[src/rtl/pipeline_pkg.sv]
// pipeline_pkg: shared ResultSrc encodings, forwarding select and hazard FSM state types
package pipeline_pkg;
  localparam logic [2:0] RESULT_ALU = 3'b000;
  localparam logic [2:0] RESULT_MEM = 3'b001;
  localparam logic [2:0] RESULT_PC4 = 3'b010;
  localparam logic [2:0] RESULT_IMM = 3'b011;
  typedef enum logic [1:0] {FWD_RF = 2'b00, FWD_W = 2'b01, FWD_M = 2'b10} fwd_sel_t;
  typedef enum logic [1:0] {RUN = 2'b00, MEM_WAIT = 2'b01, TIMEOUT = 2'b10} hctrl_state_t;
endpackage

[src/rtl/forward_sel.sv]
// forward_sel: E-stage operand source (iRsE vs M/W dest+we) -> oSel, M over W, x0 never forwarded
module forward_sel
  import pipeline_pkg::*;
(
  input  logic [4:0] iRsE,
  input  logic [4:0] iDestRegM,
  input  logic       iRegWriteEnM,
  input  logic [4:0] iDestRegW,
  input  logic       iRegWriteEnW,
  output fwd_sel_t   oSel
);
  logic hit_m, hit_w;
  always_comb begin
    hit_m = iRegWriteEnM && iDestRegM != 5'd0 && iDestRegM == iRsE;
    hit_w = iRegWriteEnW && iDestRegW != 5'd0 && iDestRegW == iRsE;
    oSel  = hit_m ? FWD_M : hit_w ? FWD_W : FWD_RF;
  end
endmodule

[src/rtl/pipeline_hazard_ctrl.sv]
// pipeline_hazard_ctrl: stall/flush/forward control for the 5-stage pipeline with data-memory timeout and stall counter
module pipeline_hazard_ctrl
  import pipeline_pkg::*;
#(
  parameter int MEM_TIMEOUT = 255,
  parameter int CNT_W       = 32
)(
  input  logic             iClk,
  input  logic             iRst,
  input  logic [4:0]       iRs1D,
  input  logic [4:0]       iRs2D,
  input  logic [4:0]       iRs1E,
  input  logic [4:0]       iRs2E,
  input  logic [4:0]       iDestRegE,
  input  logic [2:0]       iResultSrcE,
  input  logic             iRegWriteEnE,
  input  logic             iPCSrcE,
  input  logic [4:0]       iDestRegM,
  input  logic             iRegWriteEnM,
  input  logic [4:0]       iDestRegW,
  input  logic             iRegWriteEnW,
  input  logic             iMemReqM,
  input  logic             iMemReadyM,
  output logic             oStallF,
  output logic             oStallD,
  output logic             oStallE,
  output logic             oStallM,
  output logic             oFlushD,
  output logic             oFlushE,
  output logic             oFlushW,
  output logic [1:0]       oForwardAE,
  output logic [1:0]       oForwardBE,
  output logic             oMemTimeout,
  output logic [CNT_W-1:0] oStallCount
);
  localparam int WW = $clog2(MEM_TIMEOUT + 1);
  localparam logic [WW-1:0] LAST = WW'(MEM_TIMEOUT - 1);
  hctrl_state_t state, state_n;
  logic [WW-1:0] wait_cnt, wait_cnt_n;
  logic set_to, mem_wait, load_use;
  fwd_sel_t fwd_a, fwd_b;
  forward_sel u_fwd_a (
    .iRsE(iRs1E), .iDestRegM(iDestRegM), .iRegWriteEnM(iRegWriteEnM),
    .iDestRegW(iDestRegW), .iRegWriteEnW(iRegWriteEnW), .oSel(fwd_a)
  );
  forward_sel u_fwd_b (
    .iRsE(iRs2E), .iDestRegM(iDestRegM), .iRegWriteEnM(iRegWriteEnM),
    .iDestRegW(iDestRegW), .iRegWriteEnW(iRegWriteEnW), .oSel(fwd_b)
  );
  assign oForwardAE = iRst ? FWD_RF : fwd_a;
  assign oForwardBE = iRst ? FWD_RF : fwd_b;
  assign mem_wait = iMemReqM && !iMemReadyM;
  assign load_use = iResultSrcE == RESULT_MEM && iRegWriteEnE && iDestRegE != 5'd0 &&
                    (iDestRegE == iRs1D || iDestRegE == iRs2D);
  always_comb begin
    state_n    = state;
    wait_cnt_n = wait_cnt;
    set_to     = 1'b0;
    {oStallF, oStallD, oStallE, oStallM} = 4'b0000;
    {oFlushD, oFlushE, oFlushW} = 3'b000;
    if (iRst) begin
      {oFlushD, oFlushE, oFlushW} = 3'b111;
    end else if (state == TIMEOUT) begin
      {oStallF, oStallD, oStallE, oStallM, oFlushW} = 5'b11111;
    end else if (mem_wait) begin
      {oStallF, oStallD, oStallE, oStallM, oFlushW} = 5'b11111;
      if (state == RUN) state_n = MEM_WAIT;
      else if (wait_cnt == LAST) begin
        state_n = TIMEOUT;
        set_to  = 1'b1;
      end else wait_cnt_n = wait_cnt + 1'b1;
    end else begin
      state_n    = RUN;
      wait_cnt_n = '0;
      if (iPCSrcE) {oFlushD, oFlushE} = 2'b11;
      else if (load_use) {oStallF, oStallD, oFlushE} = 3'b111;
    end
  end
  always_ff @(posedge iClk) begin
    if (iRst) begin
      state       <= RUN;
      wait_cnt    <= '0;
      oMemTimeout <= 1'b0;
      oStallCount <= '0;
    end else begin
      state    <= state_n;
      wait_cnt <= wait_cnt_n;
      if (set_to) oMemTimeout <= 1'b1;
      if (oStallF && !(&oStallCount)) oStallCount <= oStallCount + 1'b1;
    end
  end
endmodule
[config.mk]
export PLATFORM = sky130hd
export DESIGN_NAME = pipeline_hazard_ctrl
export DESIGN_NICKNAME = d
export VERILOG_FILES = /design/src/rtl/pipeline_pkg.sv /design/src/rtl/forward_sel.sv /design/src/rtl/pipeline_hazard_ctrl.sv
export SDC_FILE = /design/constraint.sdc
export NUM_CORES = 1
export LEC_CHECK = 0
export CORE_UTILIZATION = 32
export DETAILED_ROUTE_END_ITERATION = 16
export PLACE_DENSITY = 0.73
export SLEW_MARGIN = 20
export SYNTH_ARGS = -nofsm -noshare
export SYNTH_HDL_FRONTEND = slang
export SYNTH_SLANG_ARGS = --single-unit
[constraint.sdc]
create_clock -name iClk -period 2.9 [get_ports iClk]
set_input_delay 0.87 -clock iClk [delete_from_list [all_inputs] [get_ports iClk]]
set_output_delay 0.87 -clock iClk [all_outputs]
set_load 0.02 [all_outputs]
**Run 1: drive-strength map**

Bar = 20 um.
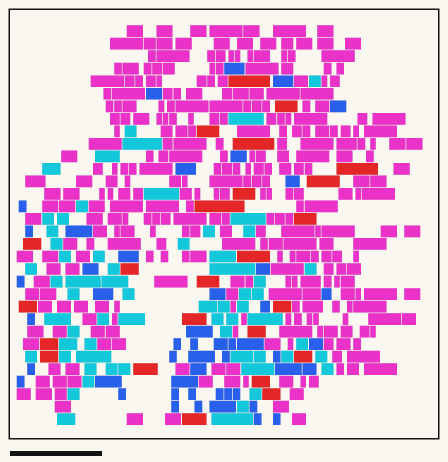
- red: x6 and larger (cells 24; share 5.3%; most used buf_6)
- cyan: x3 and x4 (cells 63; share 14%; most used buf_4)
- blue: x2 (cells 49; share 11%; most used clkbuf_2)
- magenta: x1 and smaller (cells 318; share 70%; most used dfxtp_1)
fin worst setup slack: -0.216 ns
Non-clk bufs: 139
final instance area: 4340 um2
Layout Area Growth over Synthesis: 63.7%

**Run 1: routed clock nets over the placement**

Bar = 20 um.
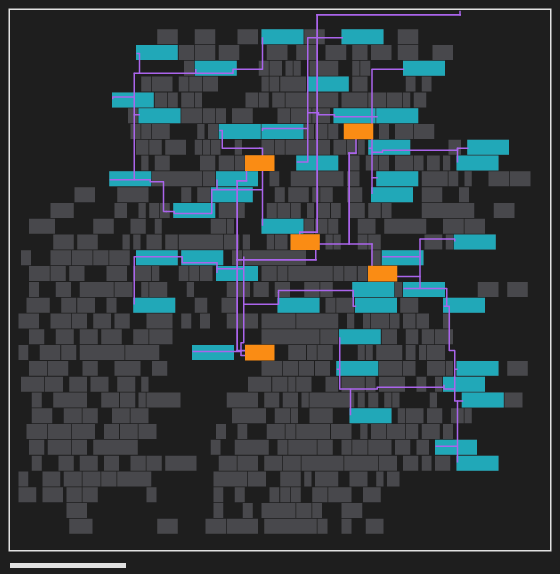
- cyan: flip-flops (count 43)
- purple: clock wires (length 566 um)
- orange: clock-net drivers (count 5)
- routed clock nets: 6
clock skew: 0.0102 ns
P_clk: 0.457 mW
clk ins delay skew pair: 0.30 ns
clock network power share: 0.345

**Run 1: M4 wires**

Supply wires on this layer in grey.
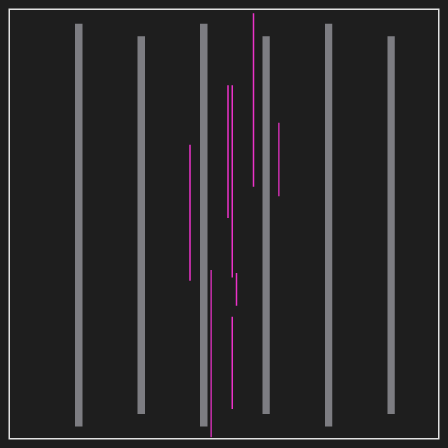
- longest straight run: 41.5 um
- main direction: vertical
- nets with wire on the layer: 7
Post-Route WL: 8210 um
DR vias: 2971

**Run 1: sequential cells coloured by netlist name**

Other sequential cells in the stronger grey, the rest of the logic in the fainter grey.
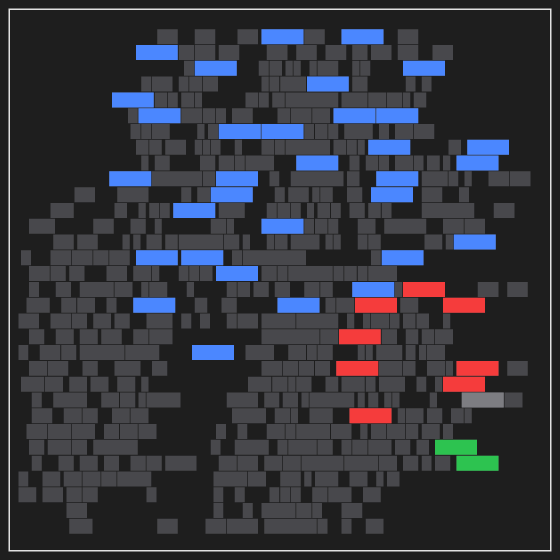
- green: state (flops 2)
- blue: oStallCount (flops 32)
- red: wait_cnt (flops 8)
- not coloured: 1
Sequential Power: 0.595 mW
register area: 861 um2
Util after Layout: 0.550

==> Slide: Implementation Results, run 1 <==
Implementation Results

Status
  – Status: finished with violations
  – Failing checks: negative setup slack

Place
  – Place WS: -1.07 ns
  – GPL Wtd Cong: 0.843
  – Placed cell area: 3930 um2
  – Placed cells: 533

Power
  – Max rail drop VDD: 0.203 mV
  – Sw frac: 0.253
  – Top power group: registers
  – Pwr Total: 1.32 mW

Setup path
  – Crit path kind: in -> out
  – Origin of the critical flop-to-flop path: oStallCount[0]
  – Worst Path Max Fanout: 3
  – Crit path capture type: primary output
  – Crit path capture: oForwardAE[0]
  – CP Launch Point: iDestRegM[4]
  – FF-to-FF End: oStallCount[1]
  – CP Data Required Time: 2.03 ns
  – R2R cell count: 9
  – Flop2flop setup slack: 0.32 ns
  – Critical path startpoint category: input pin
  – Crit-path slowest cell: or4_4
  – WP data arrival: 2.25 ns

Clocking
  – Hold Buf Count CTS: 0
  – Maximum buffer depth of the clock tree: 2

Synth
  – Synth cell types: 57
  – Syn Area/Cell: 8.28 um2
  – Post-Syn Area: 2650 um2
  – YS chip area: 2650 um2
  – Main flop type: dfxtp_1

Final layout
  – Most frequent logic cells in the routed design: dfxtp_1, buf_4, clkdlybuf4s50_1, nor2_1, a21oi_1
  – Share of layout cells above drive strength 1: 0.300
  – Final net count: 503

Final timing
  – Fin worst setup slack: -0.216 ns
  – Final period utilization: 1.07
  – RSZ-0062 raised after global routing: true
  – Worst slew pin tran: 0.661 ns
  – Final Setup Violations: 6

Detailed routing
  – Antenna-violating nets left: 0
  – Routed wire length per instance: 14.8 um

Die
  – Core Util at FP: 0.336
  – IO Pins: 90

Flow run
  – Max cap viols: 0

Global routing
  – Global-route wire length before repair: 12800 um
  – GR Util met1: 0.213

Min path
  – WHS Endpoint: oMemTimeout
  – WHS Path Cells: 2
## run 1: Yosys cell counts (3+ instances only)
library cell	instances
nand3_1	19
o21ai_1	7
nand2_1	23
nand2b_1	3
and3_1	4
o211ai_1	5
o21ai_0	13
xnor2_1	21
ha_1	3
dfxtp_1	43
buf_4	4
nor3_1	3
nor4_1	4
o31ai_1	6
or4_1	11
xor2_1	17
nand4_1	10
nor2_1	26
a21oi_1	27
or3_1	21
inv_1	4
clkbuf_1	5
## run 1: critical path, delay by kind of cell
family	cells	cell delay, ns
simple gates	3	0.88
buf+inv	2	0.27
compound gates	1	0.22
## run 1: logic make-up (layout without fill, tap and decap cells)
| family | count (synthesis) | after routing | share of synthesized area |
|---|---|---|---|
| compound gates | 72 | 72 | 0.168 |
| flops | 43 | 43 | 0.325 |
| xor+xnor | 38 | 38 | 0.126 |
| simple gates | 145 | 145 | 0.326 |
| fa+ha+maj | 3 | 3 | 0.0142 |
| buf+inv | 17 | 151 | 0.0335 |
| mux | 2 | 2 | 0.00803 |
## run 1: stage by stage
step                hold WS (ns)  setup TNS, ns
floorplan                  0.479        -0.0253
global placement           0.462         -14.23
detailed placement         0.469         -16.79
CTS                        0.488         -0.873
global route               0.499          -1.30
finish                     0.479         -0.736
## run 1: timing repair
action | in CTS | in global routing
buffers inserted | 12 | 3
setup endpoints to repair | 25 | 39
pin swaps | 31 | 24
resized | 151 | 58
gates cloned | 0 | 3
## run 1: final cells by class
type / count / share of cell area
multi-input combinational: 260 / 0.454
timing repair buffer: 139 / 0.290
sequential: 43 / 0.198
tap: 102 / 0.0294
clock buffer: 6 / 0.0167
clock inverter: 1 / 0.00692
inverter: 5 / 0.00461
## run 1: sequential cells by signal, summed over array words and instances (netlist names)
name and count:
oMemTimeout 1, state 2, wait_cnt 8, oStallCount 32
--- run 2 (diff from run 1) ---
CTS_CLUSTER_SIZE = 28   (was default)
**Run 2: M4 wires**

Supply wires on this layer in grey.
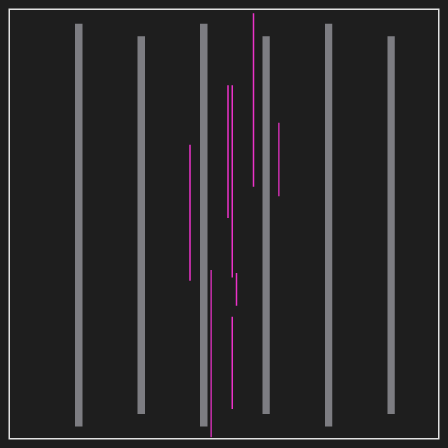

==> run 2 against run 1 <==
The flow still finishes with violations (negative setup slack). Final cell count stayed put. Sequential share of layout area unchanged. Area after synthesis unchanged. Highest routed layer unchanged.
==> Slide: Implementation Results, run 2 <==
Implementation Results

Synth
  – Syn Area/Cell: 8.28 um2 (unchanged)
  – Yosys top cell by instances: dfxtp_1
  – Area fraction in mux cells: 0.00803 (unchanged)
  – Synth Area in Simple Gates: 0.326 (unchanged)
  – Synth cell types: 57 (unchanged)
  – Ao+oa area frac: 0.168 (unchanged)

Status
  – Status: finished with violations
  – Failing checks: negative setup slack

Setup path
  – R2R cell count: 9 (unchanged)
  – Critical path startpoint category: input pin
  – Crit-path slowest cell: or4_4
  – CP Data Required Time: 2.03 ns (about the same)
  – Crit path kind: in -> out
  – Worst Path Max Fanout: 3 (unchanged)

Final layout
  – Biggest register: oStallCount
  – Final net count: 503 (unchanged)

Die
  – Core Util at FP: 0.336 (unchanged)
  – IO Pins: 90 (unchanged)

Clocking
  – Hold Buf Count CTS: 0 (unchanged)
  – Maximum buffer depth of the clock tree: 2 (unchanged)

Final timing
  – Fin worst setup slack: -0.216 ns (unchanged)
  – Final Setup Violations: 6 (unchanged)

Flow run
  – Max cap viols: 0 (unchanged)

Power
  – Max rail drop VDD: 0.203 mV (unchanged)

Detailed routing
  – Post-Route WL: 8210 um (unchanged)

Min path
  – WHS Endpoint: oMemTimeout
**Run 2: routed clock nets over the placement**

Bar = 20 um.
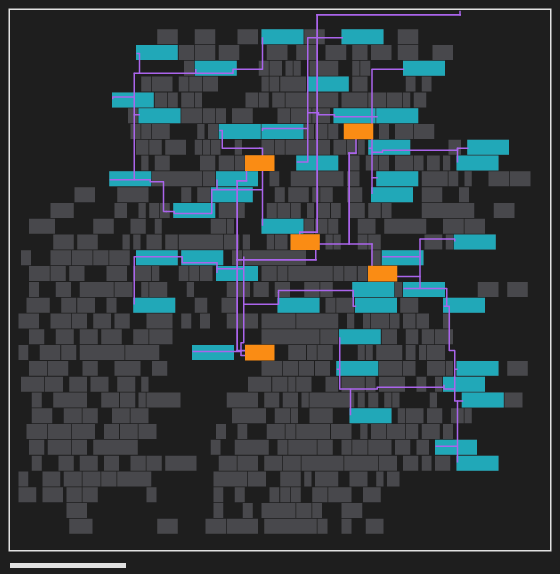

run 2: cell counts after synthesis:
No cell type changed its count.
run 2: how the worst max path moves through the flow:
stage                       startpoint            end
after floorplan             iMemReadyM        oFlushE
after global placement    iDestRegW[3]  oForwardBE[0]
after detailed placement  iDestRegW[3]  oForwardBE[0]
after CTS                 iDestRegM[4]  oForwardAE[0]
after global routing      iDestRegM[4]  oForwardAE[0]
final                     iDestRegM[4]  oForwardAE[0]
run 2: where the power goes:
group	switching (mW)	internal, mW
Sequential	0.00287	0.592
Clock	0.204	0.253
Combinational	0.128	0.145
Total	0.335	0.989
run 2: metrics by stage:
step	hold slack, ns	setup WS (ns)	instance area (um2)	cells	setup TNS, ns
final	0.479	-0.216	4340	556	-0.736
after detailed placement	0.469	-1.07	3930	533	-16.79
after global routing	0.499	-0.268	4340	556	-1.30
after floorplan	0.479	-0.0253	2710	320	-0.0253
after CTS	0.488	-0.243	4140	552	-0.873
after global placement	0.462	-1.04	3930	533	-14.23
run 2: cell type report:
type                            count  area, um2  share of cell area
Timing Repair Buffer              139       1260               0.290
Clock inverter                      1       30.0             0.00692
Sequential cell                    43        861               0.198
Tap cell                          102        128              0.0294
Multi-Input combinational cell    260       1970               0.454
Clock buffer                        6       72.6              0.0167
Inverter                            5       20.0             0.00461
run 2: layer usage:
metal / GRT usage / share of wire / vias to the layer above
met5: 0 / 0 / -
met1: 0.213 / 0.41 / 1419
met3: 0.0341 / 0.046 / 17
met2: 0.332 / 0.52 / 69
met4: 0.0731 / 0.026 / 0
li1: - / - / 1466
run 2: repair_timing:
| action | CTS | global route |
|---|---|---|
| gates cloned | 0 | 3 |
| pin swaps | 31 | 24 |
| resized | 151 | 58 |
| setup endpoints to repair | 25 | 39 |
| setup buffers | 12 | 3 |
--- run 3 (diff from run 2) ---
SLEW_MARGIN = default   (was 20)
**Run 3: routed clock nets over the placement**

Bar = 20 um.
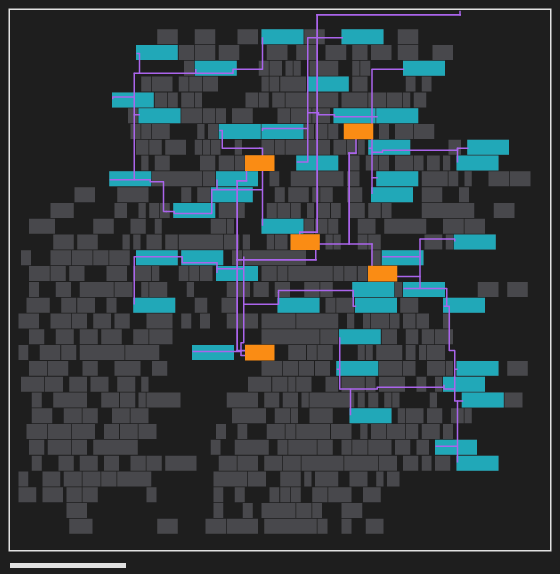
- purple: clock wires (length 566 um)
- orange: clock-net drivers (count 5)
- cyan: flip-flops (count 43)
- routed clock nets: 6

==> run 3 against run 2 <==
The flow still finishes with violations (negative setup slack). Register-to-register slack about the same. Largest power group unchanged. Power unchanged. Critical endpoint unchanged. Global-route usage unchanged. Die area unchanged. Critical path type unchanged. Largest cell class unchanged. First-iteration DRC count unchanged. Combinational power about the same. Non-clock buffer count unchanged.
==> Slide: Implementation Results, run 3 <==
Implementation Results

Die
  – IO Pins: 90 (unchanged)
  – Core Util at FP: 0.336 (unchanged)

Power
  – P_clk: 0.457 mW (about the same)
  – Sequential Power: 0.595 mW (about the same)
  – Reg power frac: 0.449 (about the same)
  – Net Sw Power: 0.335 mW (unchanged)
  – Internal Power: 0.989 mW (unchanged)
  – Max rail drop VDD: 0.203 mV (unchanged)
  – Top power group: registers
  – Combinational share of power: 0.206 (about the same)
  – Comb pwr: 0.273 mW (about the same)

Final layout
  – Final instance area: 4340 um2 (unchanged)
  – Final net count: 503 (unchanged)
  – Fin cells: 556 (unchanged)

Setup path
  – CP Launch Point: iDestRegM[4]
  – CP Data Required Time: 2.03 ns (about the same)
  – Crit path kind: in -> out
  – Critical path startpoint category: input pin
  – WP data arrival: 2.25 ns
  – Worst Path Max Fanout: 3 (unchanged)
  – Crit-path slowest cell: or4_4
  – R2R cell count: 9 (unchanged)
  – Crit path capture type: primary output

Synth
  – Area leader share: 0.325
  – Syn Area/Cell: 8.28 um2 (unchanged)
  – Synth cell types: 57 (unchanged)
  – Yosys top cell by instances: dfxtp_1

Place
  – Place WS: -1.07 ns (unchanged)
  – Placed cell area: 3930 um2 (unchanged)
  – Placed cells: 533 (unchanged)

Final timing
  – Hold WS: 0.479 ns (unchanged)
  – Fin worst setup slack: -0.216 ns (unchanged)
  – Final Setup Violations: 6 (unchanged)
  – TNS Setup: -0.736 ns (unchanged)

Status
  – Status: finished with violations
  – Failing checks: negative setup slack

Flow run
  – Max cap viols: 0 (unchanged)

Detailed routing
  – Post-Route WL: 8210 um (unchanged)

Clocking
  – Post-CTS Setup Repair Bufs: 12 (unchanged)
  – Maximum buffer depth of the clock tree: 2 (unchanged)
**Run 3: sequential cells coloured by netlist name**

Other sequential cells in the stronger grey, the rest of the logic in the fainter grey.
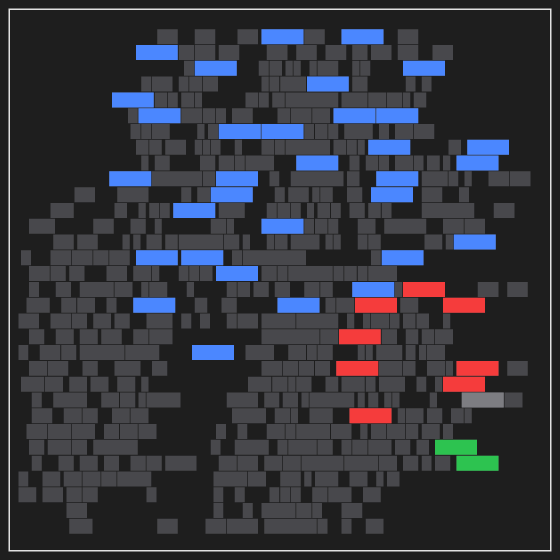
register fraction of the total cell area: 0.198

-- run 3: cell counts in the layout (fill, tap and decap cells not counted) --
No cell type changed its count.
-- run 3: how the worst min path moves through the flow --
stage | start | endpoint | slack, ns | cells after the start
2_1_floorplan | wait_cnt[7] | wait_cnt[7] | 0.48 | 2
3_3_place_gp | oMemTimeout | oMemTimeout | 0.46 | 2
3_5_place_dp | oMemTimeout | oMemTimeout | 0.47 | 2
4_1_cts | oMemTimeout | oMemTimeout | 0.49 | 2
5_1_grt | oMemTimeout | oMemTimeout | 0.50 | 2
6_report | oMemTimeout | oMemTimeout | 0.48 | 2
-- run 3: layout make-up --
type | instances | area, um2
clock buffers | 6 | 72.6
clock inverters | 1 | 30.0
fillers | 703 | 3550
inverters | 5 | 20.0
multi-input cells | 260 | 1970
flip-flops and latches | 43 | 861
well taps | 102 | 128
repair buffers | 139 | 1260
-- run 3: worst max-delay path: cells and delay by family --
kind | cells | cell delay [ns]
simple gates | 3 | 0.88
compound gates | 1 | 0.22
buf+inv | 2 | 0.27
-- run 3: cell families (layout without fill, tap and decap cells) --
| group | Yosys count | count (layout) | share of synthesized area |
|---|---|---|---|
| AND/OR/NAND/NOR | 145 | 145 | 0.326 |
| flip-flops | 43 | 43 | 0.325 |
| AND-OR/OR-AND | 72 | 72 | 0.168 |
| buffers and inverters | 17 | 151 | 0.0335 |
| multiplexers | 2 | 2 | 0.00803 |
| XOR/XNOR | 38 | 38 | 0.126 |
| adder cells (fa/ha/maj) | 3 | 3 | 0.0142 |
-- run 3: layer usage --
metal | wire, um | vias to the layer above | global-route usage
li1 | - | 1466 | -
met3 | 374 | 17 | 0.0341
met4 | 214 | 0 | 0.0731
met2 | 4260 | 69 | 0.332
met5 | 0 | - | 0
met1 | 3370 | 1419 | 0.213
Power figures rest on the tool's default switching activity, not on a simulated workload.
